<file path="config.mk">
export PLATFORM = sky130hd
export DESIGN_NAME = uart_mmio_peripheral
export DESIGN_NICKNAME = d
export VERILOG_FILES = /design/src/rtl/uart_mmio_peripheral.sv
export SDC_FILE = /design/constraint.sdc
export NUM_CORES = 1
export LEC_CHECK = 0
export ABC_AREA = 1
export CAP_MARGIN = 0
export CORE_ASPECT_RATIO = 0.6
export CORE_MARGIN = 1
export CORE_UTILIZATION = 44
export CTS_CLUSTER_SIZE = 28
export DETAILED_ROUTE_END_ITERATION = 10
export GPL_TIMING_DRIVEN = 0
export PLACE_DENSITY = 0.67
export SLEW_MARGIN = 0
export SYNTH_ARGS = -nofsm -noshare
export SYNTH_HDL_FRONTEND = slang
export SYNTH_SLANG_ARGS = --single-unit
</file>
<file path="constraint.sdc">
create_clock -name clk -period 4.72 [get_ports clk]
set_input_delay 0.944 -clock clk [delete_from_list [all_inputs] [get_ports clk]]
set_output_delay 0.944 -clock clk [all_outputs]
set_load 0.01 [all_outputs]
</file>
<file path="src/rtl/uart_mmio_peripheral.sv">
// Memory-mapped 8N1 UART: byte stores feed a TX FIFO, byte loads drain an RX FIFO.
// Optional build macro UART_LOOPBACK_EN routes internal tx into the receiver and parks the tx pin.
module uart_mmio_peripheral #(
  parameter int unsigned CLKS_PER_BIT = 10416,
  parameter int unsigned FIFO_DEPTH   = 16
) (
  input  logic        clk,
  input  logic        reset,
  input  logic        UART_WRITE_EN,
  input  logic        UART_READ_EN,
  input  logic [31:0] WriteData,
  output logic [31:0] ReadData,
  output logic        tx,
  input  logic        rx
);

  localparam int unsigned AW = $clog2(FIFO_DEPTH);
  localparam int unsigned PW = AW + 1;
  localparam int unsigned CW = $clog2(CLKS_PER_BIT);
  localparam logic [CW-1:0] BitEnd  = CW'(CLKS_PER_BIT - 1);
  localparam logic [CW-1:0] HalfEnd = CW'(CLKS_PER_BIT / 2 - 1);

  typedef enum logic [1:0] {StTxIdle, StTxStart, StTxData, StTxStop} tx_state_e;
  typedef enum logic [1:0] {StRxIdle, StRxStart, StRxData, StRxStop} rx_state_e;

  logic unused_wdata;
  assign unused_wdata = ^WriteData[31:8];

  // ---------------- TX FIFO ----------------
  logic [7:0]    tx_mem [FIFO_DEPTH];
  logic [PW-1:0] tx_wr_q, tx_rd_q;
  logic          tx_empty, tx_full, tx_push, tx_pop;
  logic [7:0]    tx_head;

  tx_state_e     tx_state_q;
  logic [CW-1:0] tx_cnt_q;
  logic [2:0]    tx_bit_q;
  logic [7:0]    tx_shift_q;
  logic          tx_q;

  assign tx_empty = (tx_wr_q == tx_rd_q);
  assign tx_full  = (tx_wr_q[AW] != tx_rd_q[AW]) && (tx_wr_q[AW-1:0] == tx_rd_q[AW-1:0]);
  assign tx_head  = tx_mem[tx_rd_q[AW-1:0]];
  // The FSM takes the next byte either from idle or straight out of a finishing stop bit.
  assign tx_pop   = !tx_empty &&
                    ((tx_state_q == StTxIdle) || ((tx_state_q == StTxStop) && (tx_cnt_q == BitEnd)));
  assign tx_push  = UART_WRITE_EN && (!tx_full || tx_pop);

  always_ff @(posedge clk or negedge reset) begin
    if (!reset) begin
      tx_wr_q <= '0;
      tx_rd_q <= '0;
    end else begin
      if (tx_push) tx_wr_q <= tx_wr_q + PW'(1);
      if (tx_pop)  tx_rd_q <= tx_rd_q + PW'(1);
    end
  end

  always_ff @(posedge clk) begin
    if (tx_push) tx_mem[tx_wr_q[AW-1:0]] <= WriteData[7:0];
  end

  // ---------------- TX FSM ----------------
  always_ff @(posedge clk or negedge reset) begin
    if (!reset) begin
      tx_state_q <= StTxIdle;
      tx_cnt_q   <= '0;
      tx_bit_q   <= '0;
      tx_shift_q <= '0;
      tx_q       <= 1'b1;
    end else begin
      unique case (tx_state_q)
        StTxIdle: begin
          if (tx_pop) begin
            tx_shift_q <= tx_head;
            tx_q       <= 1'b0;
            tx_cnt_q   <= '0;
            tx_state_q <= StTxStart;
          end
        end
        StTxStart: begin
          if (tx_cnt_q == BitEnd) begin
            tx_cnt_q   <= '0;
            tx_bit_q   <= '0;
            tx_q       <= tx_shift_q[0];
            tx_shift_q <= {1'b0, tx_shift_q[7:1]};
            tx_state_q <= StTxData;
          end else begin
            tx_cnt_q <= tx_cnt_q + CW'(1);
          end
        end
        StTxData: begin
          if (tx_cnt_q == BitEnd) begin
            tx_cnt_q <= '0;
            if (tx_bit_q == 3'd7) begin
              tx_q       <= 1'b1;
              tx_state_q <= StTxStop;
            end else begin
              tx_bit_q   <= tx_bit_q + 3'd1;
              tx_q       <= tx_shift_q[0];
              tx_shift_q <= {1'b0, tx_shift_q[7:1]};
            end
          end else begin
            tx_cnt_q <= tx_cnt_q + CW'(1);
          end
        end
        StTxStop: begin
          if (tx_cnt_q == BitEnd) begin
            tx_cnt_q <= '0;
            if (tx_pop) begin
              tx_shift_q <= tx_head;
              tx_q       <= 1'b0;
              tx_state_q <= StTxStart;
            end else begin
              tx_state_q <= StTxIdle;
            end
          end else begin
            tx_cnt_q <= tx_cnt_q + CW'(1);
          end
        end
        default: tx_state_q <= StTxIdle;
      endcase
    end
  end

  // ---------------- pin routing ----------------
  logic rx_in;
`ifdef UART_LOOPBACK_EN
  logic unused_rx;
  assign unused_rx = rx;
  assign rx_in     = tx_q;
  assign tx        = 1'b1;
`else
  assign rx_in = rx;
  assign tx    = tx_q;
`endif

  // ---------------- RX FSM ----------------
  logic [1:0]    sync_q;
  logic          rx_s;
  rx_state_e     rx_state_q;
  logic [CW-1:0] rx_cnt_q;
  logic [2:0]    rx_bit_q;
  logic [7:0]    rx_shift_q;
  logic          rx_armed_q;
  logic          rx_done_q;

  assign rx_s = sync_q[1];

  always_ff @(posedge clk or negedge reset) begin
    if (!reset) begin
      sync_q     <= 2'b11;
      rx_state_q <= StRxIdle;
      rx_cnt_q   <= '0;
      rx_bit_q   <= '0;
      rx_shift_q <= '0;
      rx_armed_q <= 1'b0;
      rx_done_q  <= 1'b0;
    end else begin
      sync_q    <= {sync_q[0], rx_in};
      rx_done_q <= 1'b0;
      unique case (rx_state_q)
        StRxIdle: begin
          // Only a high-to-low transition starts a frame; a line stuck low is ignored.
          if (!rx_armed_q) begin
            rx_armed_q <= rx_s;
          end else if (!rx_s) begin
            rx_cnt_q   <= '0;
            rx_state_q <= StRxStart;
          end
        end
        StRxStart: begin
          if (rx_cnt_q == HalfEnd) begin
            rx_cnt_q <= '0;
            rx_bit_q <= '0;
            if (rx_s) begin
              rx_armed_q <= 1'b0;
              rx_state_q <= StRxIdle;
            end else begin
              rx_state_q <= StRxData;
            end
          end else begin
            rx_cnt_q <= rx_cnt_q + CW'(1);
          end
        end
        StRxData: begin
          if (rx_cnt_q == BitEnd) begin
            rx_cnt_q   <= '0;
            rx_shift_q <= {rx_s, rx_shift_q[7:1]};
            if (rx_bit_q == 3'd7) rx_state_q <= StRxStop;
            else                  rx_bit_q   <= rx_bit_q + 3'd1;
          end else begin
            rx_cnt_q <= rx_cnt_q + CW'(1);
          end
        end
        StRxStop: begin
          if (rx_cnt_q == BitEnd) begin
            rx_cnt_q   <= '0;
            rx_armed_q <= 1'b0;
            rx_done_q  <= rx_s;
            rx_state_q <= StRxIdle;
          end else begin
            rx_cnt_q <= rx_cnt_q + CW'(1);
          end
        end
        default: rx_state_q <= StRxIdle;
      endcase
    end
  end

  // ---------------- RX FIFO ----------------
  logic [7:0]    rx_mem [FIFO_DEPTH];
  logic [PW-1:0] rx_wr_q, rx_rd_q;
  logic          rx_empty, rx_full, rx_push, rx_pop;

  assign rx_empty = (rx_wr_q == rx_rd_q);
  assign rx_full  = (rx_wr_q[AW] != rx_rd_q[AW]) && (rx_wr_q[AW-1:0] == rx_rd_q[AW-1:0]);
  assign rx_pop   = UART_READ_EN && !rx_empty;
  assign rx_push  = rx_done_q && (!rx_full || rx_pop);
  assign ReadData = rx_empty ? 32'hFFFF_FFFF : {24'h0, rx_mem[rx_rd_q[AW-1:0]]};

  always_ff @(posedge clk or negedge reset) begin
    if (!reset) begin
      rx_wr_q <= '0;
      rx_rd_q <= '0;
    end else begin
      if (rx_push) rx_wr_q <= rx_wr_q + PW'(1);
      if (rx_pop)  rx_rd_q <= rx_rd_q + PW'(1);
    end
  end

  always_ff @(posedge clk) begin
    if (rx_push) rx_mem[rx_wr_q[AW-1:0]] <= rx_shift_q;
  end

endmodule

</file>
run_1/detail.png
Bar = 10 microns. Region (162, 17) to (202, 57) microns. Cells in gray, sequential cells in the stronger gray; small squares are vias.
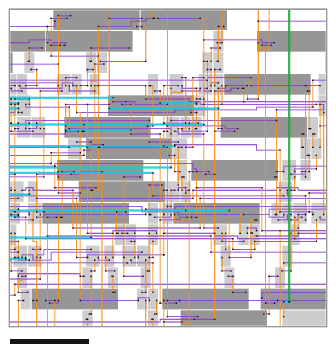
Key: purple = metal 1; green = metal 4; cyan = metal 3; orange = metal 2
Sequential cells in the window: 18. Most frequent: nand2_1 (24), nand3_1 (22), inv_1 (21). 89 logic cells have their middle in the window. Netlist names of flops here include tx_mem (18).

run_1/layer_met1.png
Bar = 50 microns. Supply wires on this layer in gray.
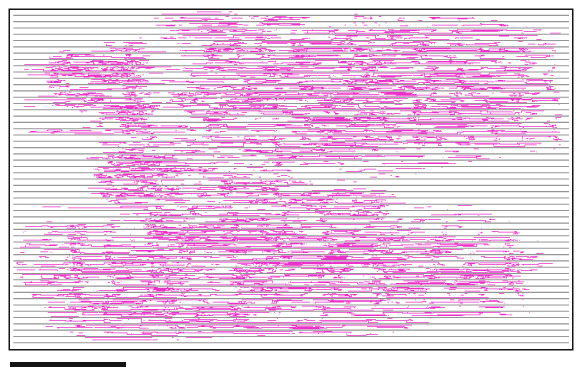
The longest straight run is 74.5 microns. The wires run mostly horizontal. The layer carries 19200 microns of wire.
final WL: 37000 microns
met1 GRT Util: 0.351
Vias: 10900

==> results_slide.txt, run 1 <==
Flow Results at a Glance

Run
  – Max-capacitance violation count: 0

Finish
  – Multi-input combinational cell count: roughly 940
  – Final-layout clock-cell area share: 0.0579
  – Most frequent logic cell in the layout: sky130_fd_sc_hd__nand2_1
  – Area used by multi-input combinational logic: 4550 sq um
  – Non-Clock Buffer Count: roughly 120
  – Sequential cell area: about 9700 sq um
  – Biggest area consumer among cell classes: sequential cells

Placement
  – Placed wire-length estimate after detailed placement: 25700 microns
  – Placement-stage cell area: 16400 sq um

Timing
  – Endpoints failing setup: 0
  – Max Transition Viols Final: 0
  – Worst slew margin relative to its limit: 0.235
  – Final Hold Violation Tally: 0
  – Unrepaired setup endpoints after global routing: no

Floorplan
  – I/O pin total: ~70
  – Width of the die: 243 microns
  – Core area: about 34000 sq um

Routing
  – Remaining routing DRC violations: 0
  – Total length of routed met2 wires: 13900 microns
  – Met3 routed wirelength: about 3400 microns

Logic synthesis
  – Compound-gate portion of the synthesized area: 0.0610
  – Mapped Cells: between 1500 and 2000
  – Flip-flops with a built-in enable: around 260
  – Proportion of synthesized area in mux cells: 0.00589

Global routing
  – Number of antenna violations at the first check in global routing: 0
  – M3 GR Usage: 0.0487
  – Gr ovfl total: 0

Power and ir drop
  – Comb pwr share: 0.388
  – Group drawing the most power: combinational logic
  – Maximum vdd ir drop: approximately 0.31 mV
  – Part of the power in the clock network: 0.252
  – LEAKAGE: around 7.5 nW

Critical path
  – Worst setup endpoint: ReadData[1]
  – Largest fanout on the critical path: 10

Status
  – Result of the run: finished clean

Clock tree
  – CTS tree: built
run_1/congestion.png
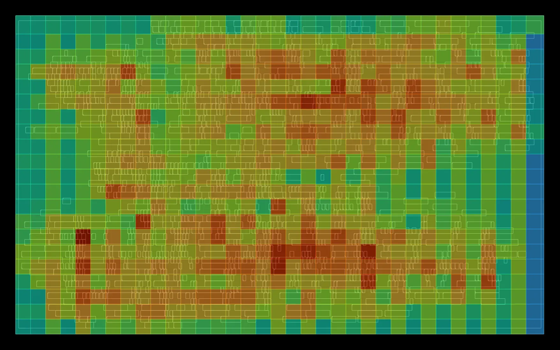
GRT Max-Usage Layer: met1
met2 routing resource usage after global routing: 0.259
post-layout utilization of the core: 0.511

run_1/logic_types.png
Bar = 50 microns.
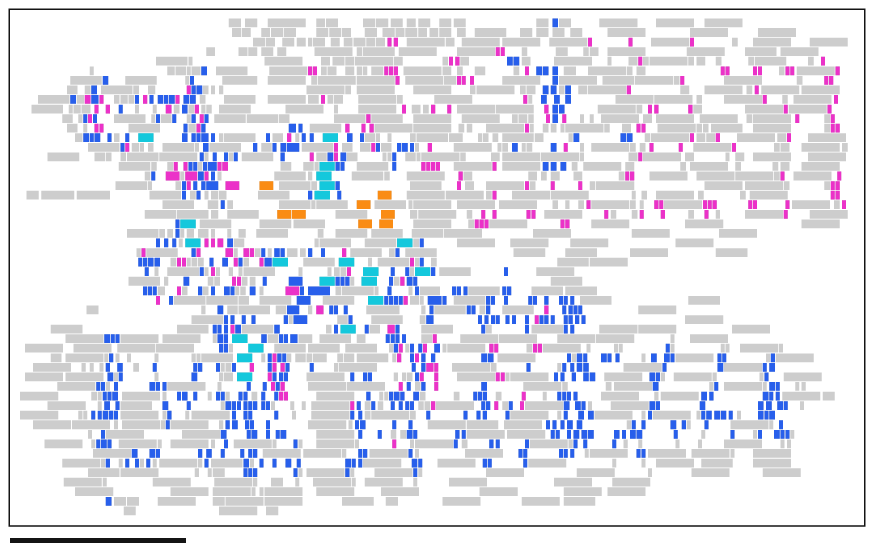
Key: blue = NAND gates [cells 514, most used nand2_1]; orange = multiplexers [cells 8, most used mux2_2, where center]; magenta = NOR gates [cells 200, most used nor2_1]; cyan = adder and majority cells [cells 21, most used ha_1]

==> run 2: changes to the inputs <==
--- a/config.mk
+++ b/config.mk
@@ -9,11 +9,11 @@
 export CAP_MARGIN = 0
 export CORE_ASPECT_RATIO = 0.6
 export CORE_MARGIN = 1
-export CORE_UTILIZATION = 44
+export CORE_UTILIZATION = 50
 export CTS_CLUSTER_SIZE = 28
 export DETAILED_ROUTE_END_ITERATION = 10
 export GPL_TIMING_DRIVEN = 0
-export PLACE_DENSITY = 0.67
+export PLACE_DENSITY = 0.74
 export SLEW_MARGIN = 0
 export SYNTH_ARGS = -nofsm -noshare
 export SYNTH_HDL_FRONTEND = slang
run_2/layer_met1.png
Bar = 50 microns. Supply wires on this layer in gray.
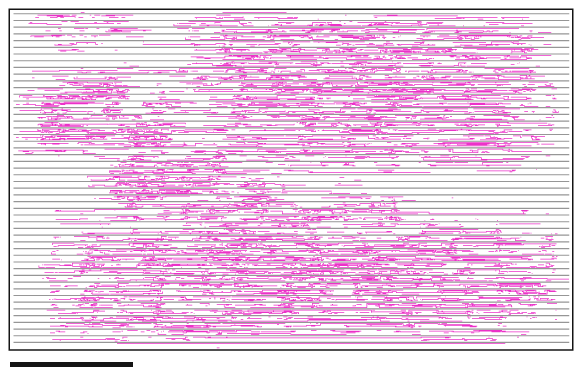
The layer carries 17900 microns of wire. The longest straight run is 157 microns. The layer holds 49% of the routed length. The wires run mostly horizontal.
met1 GRT Util: 0.378
final WL: 36300 microns
Vias: 10900

run_2/layer_met3.png
Bar = 50 microns.
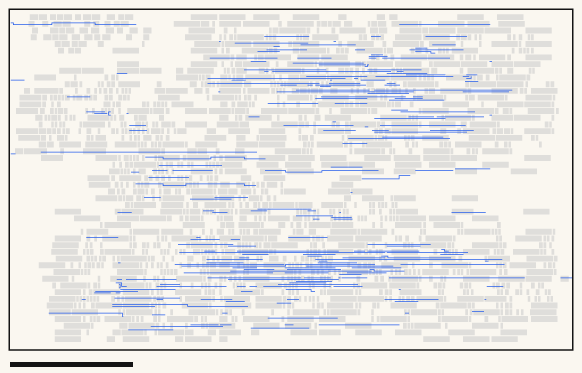
The longest straight run is 87.4 microns. 151 nets have wire on it. The layer carries 3650 microns of wire. The wires run mostly horizontal.
M3 GR Usage: 0.0584

run_2/detail.png
Bar = 10 microns. Region (151, 14) to (191, 54) microns. Cells in gray, sequential cells in the stronger gray; small squares are vias.
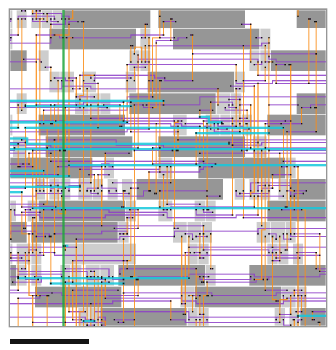
Key: purple = metal 1; green = metal 4; orange = metal 2; cyan = metal 3
101 logic cells have their middle in the window. Most frequent: nand2_1 (37), edfxtp_1 (22), nand3_1 (18). Sequential cells in the window: 22. Netlist names of flops here include tx_mem (22).

==> run 2 against run 1 <==
- via count rose by 0.60%
- core utilization rose by 6.6 points
- cell count fell by 2.4%
- combinational power barely moved
- cell area fell by 0.19%
- worst hold slack got worse by 0.0018 ns
- non-clock buffer count did not move
- first-iteration DRC count rose by 18%
- global-route usage rose by 2.6 points
- clock skew fell by 0.012 ns
- sequential power barely moved
- clock power rose by 2%
- critical endpoint is now ReadData[12]
- highest routed layer unchanged
==> results_slide.txt, run 2 <==
Flow Results at a Glance

Status
  – Result of the run: finished clean

Logic synthesis
  – Flip-flops with a built-in enable: 256 (unchanged)
  – Compound-gate portion of the synthesized area: 0.0610 (unchanged)
  – Proportion of synthesized area in mux cells: 0.00589 (unchanged)
  – Total nets after synthesis: ~1600
  – Mapped Cells: 1525 (unchanged)

Timing
  – Final Hold Violation Tally: 0 (unchanged)
  – Max Transition Viols Final: 0 (unchanged)
  – Worst slew margin relative to its limit: 0.208 (-0.0271)
  – Worst setup slack after layout: 0.638 ns
  – Unrepaired setup endpoints after global routing: no
  – Endpoints failing setup: 0 (unchanged)

Floorplan
  – I/O pin total: 70 (unchanged)
  – Well Taps: a little over 400
  – Width of the die: 228 microns (-6.1%)
  – Core area: 30000 sq um (-12%)
  – Die boundary height: between 100 and 150 microns
  – Overall die area: ~31000 sq um

Finish
  – Seq cells: roughly 340
  – Commonest cells after routing, fill and taps aside: 370 x sky130_fd_sc_hd__nand2_1, 256 x sky130_fd_sc_hd__edfxtp_1, 187 x sky130_fd_sc_hd__nor2_1
  – Final-layout clock-cell area share: 0.0596 (+0.00170)
  – Most frequent logic cell in the layout: sky130_fd_sc_hd__nand2_1
  – Multi-input combinational cell count: 942 (unchanged)
  – Area used by multi-input combinational logic: 4550 sq um (unchanged)
  – Biggest area consumer among cell classes: sequential cells
  – Non-Clock Buffer Count: 124 (unchanged)
  – Non-clock buffering overhead in the final layout: 0.0534
  – Sequential cell area: 9670 sq um (unchanged)
  – Summed area of non-filler cells in the final layout: approximately 17000 sq um
  – Fraction of area in multi-input gates: 0.263
  – Post-layout utilization of the core: 0.577 (+0.0656)

Placement
  – Placement-stage cell area: 16300 sq um (-0.39%)
  – Number of placed cells counting well taps: about 2000
  – Placed wire-length estimate after detailed placement: 25000 microns (-2.6%)

Routing
  – Met3 routed wirelength: 3650 microns (+8.8%)
  – Total length of routed met2 wires: 14100 microns (+1.4%)
  – Remaining routing DRC violations: 0 (unchanged)

Power and ir drop
  – Power spent charging and discharging nets: between 3 and 4 mW
  – Group drawing the most power: combinational logic
  – Part of the power in the clock network: 0.256 (+0.004)
  – LEAKAGE: 7.46 nW (+0.12%)
  – Maximum vdd ir drop: 0.270 mV (-12%)
  – Comb pwr share: 0.387 (about the same)

Global routing
  – Gr ovfl total: 0 (unchanged)
  – Met2 routing resource usage after global routing: 0.307 (+0.0479)
  – GRT Max-Usage Layer: met1

Run
  – Max-capacitance violation count: 0 (unchanged)

Clock tree
  – Clock sink count: approximately 340
  – # H-tree levels: 1
  – CTS tree: built

Critical path
  – Standard cell with the maximum stage delay on the critical path: sky130_fd_sc_hd__inv_1
  – Levels on crit path: 6
==> run 3: changes to the inputs <==
--- a/config.mk
+++ b/config.mk
@@ -9,11 +9,13 @@
 export CAP_MARGIN = 0
 export CORE_ASPECT_RATIO = 0.6
 export CORE_MARGIN = 1
-export CORE_UTILIZATION = 50
+export CORE_UTILIZATION = 35
+export CTS_BUF_LIST = sky130_fd_sc_hd__clkbuf_8
+export CTS_CLUSTER_DIAMETER = 100
 export CTS_CLUSTER_SIZE = 28
 export DETAILED_ROUTE_END_ITERATION = 10
 export GPL_TIMING_DRIVEN = 0
-export PLACE_DENSITY = 0.74
+export PLACE_DENSITY = 0.57
 export SLEW_MARGIN = 0
 export SYNTH_ARGS = -nofsm -noshare
 export SYNTH_HDL_FRONTEND = slang
run_3/congestion.png
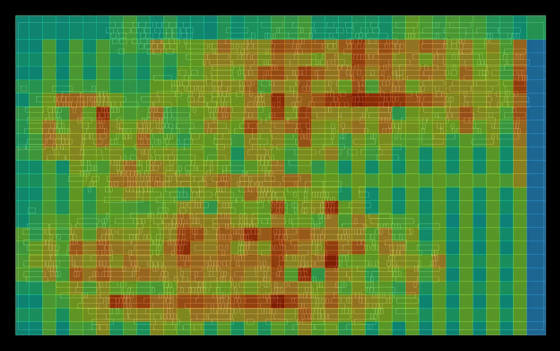
gr usage total: 0.168
drt wl/cell: 17.2 microns
met1 GRT Util: 0.289

run_3/logic_types.png
Bar = 100 microns.
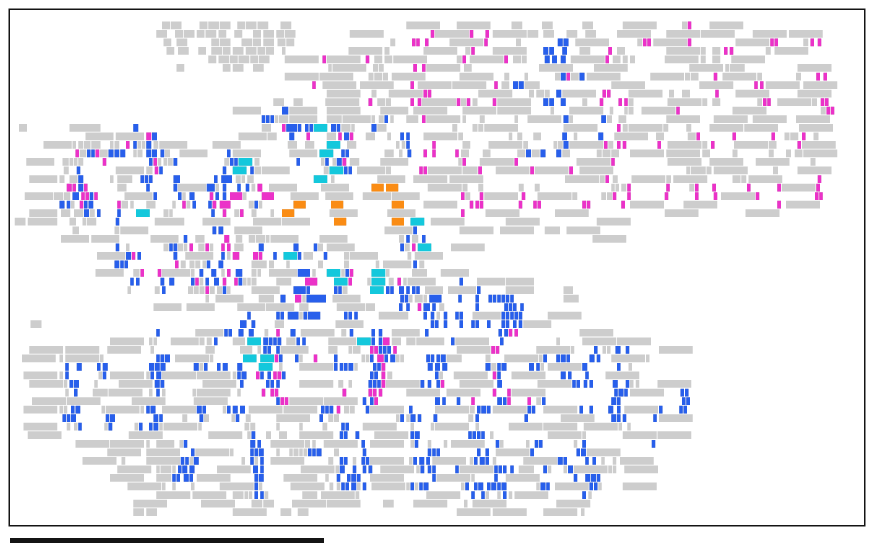
Key: blue = NAND gates [cells 514, most used nand2_1]; magenta = NOR gates [cells 200, most used nor2_1, where spread over the die]; orange = multiplexers [cells 8, most used mux2_2]; cyan = adder and majority cells [cells 21, most used ha_1]

run_3/layer_met1.png
Bar = 100 microns. Supply wires on this layer in gray.
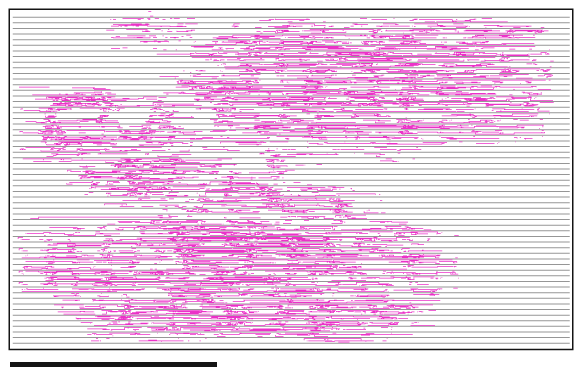
Vias: 10600
final WL: 37400 microns

==> run 3 against run 2 <==
- non-clock buffer count is the same
- fmax is 2.8% lower
- highest routed layer unchanged
- cell count grew 6.5%
- sequential power hardly changed
- register-to-register slack hardly changed
- wire length increased by 3.1%
- sequential share of layout area grew 1.8 points
==> results_slide.txt, run 3 <==
Flow Results at a Glance

Power and ir drop
  – Power spent charging and discharging nets: 3.70 mW (-3.5%)
  – LEAKAGE: 7.14 nW (-4.3%)
  – Comb pwr share: 0.444 (+0.057)
  – Maximum vdd ir drop: 0.214 mV (-21%)
  – Group drawing the most power: combinational logic
  – Part of the power in the clock network: 0.148 (-0.108)

Finish
  – Commonest cells after routing, fill and taps aside: 370 x sky130_fd_sc_hd__nand2_1, 256 x sky130_fd_sc_hd__edfxtp_1, 187 x sky130_fd_sc_hd__nor2_1
  – Final-layout clock-cell area share: 0.0177 (-0.0418)
  – Multi-input combinational cell count: 942 (unchanged)
  – Non-Clock Buffer Count: 124 (unchanged)
  – Biggest area consumer among cell classes: sequential cells
  – Most frequent logic cell in the layout: sky130_fd_sc_hd__nand2_1
  – Fraction of area in multi-input gates: 0.271 (+0.00831)
  – Sequential cell area: 9670 sq um (unchanged)
  – Area used by multi-input combinational logic: 4550 sq um (unchanged)

Critical path
  – Levels on crit path: 9 (+3)
  – Standard cell with the maximum stage delay on the critical path: sky130_fd_sc_hd__clkdlybuf4s50_1

Floorplan
  – Well Taps: 570 (+40%)
  – Width of the die: 272 microns (+19%)
  – Die boundary height: 164 microns (+19%)
  – I/O pin total: 70 (unchanged)

Status
  – Result of the run: finished clean

Routing
  – Total length of routed met2 wires: 13600 microns (-3.3%)
  – Met3 routed wirelength: 3830 microns (+5.0%)
  – Remaining routing DRC violations: 0 (unchanged)

Global routing
  – M3 GR Usage: 0.0393 (-0.0190)
  – Gr ovfl total: 0 (unchanged)

Logic synthesis
  – Total nets after synthesis: 1583 (unchanged)
  – Proportion of synthesized area in mux cells: 0.00589 (unchanged)
  – Flip-flops with a built-in enable: 256 (unchanged)
  – Compound-gate portion of the synthesized area: 0.0610 (unchanged)

Timing
  – Worst slew margin relative to its limit: 0.186 (-0.0219)
  – Worst setup slack after layout: 0.522 ns (-0.116 ns)
  – Unrepaired setup endpoints after global routing: no
  – Final Hold Violation Tally: 0 (unchanged)

Clock tree
  – CTS tree: built
  – Clock sink count: 335 (unchanged)

Run
  – Max-capacitance violation count: 0 (unchanged)
No activity file was given, so power comes from the tool's default toggle rates.
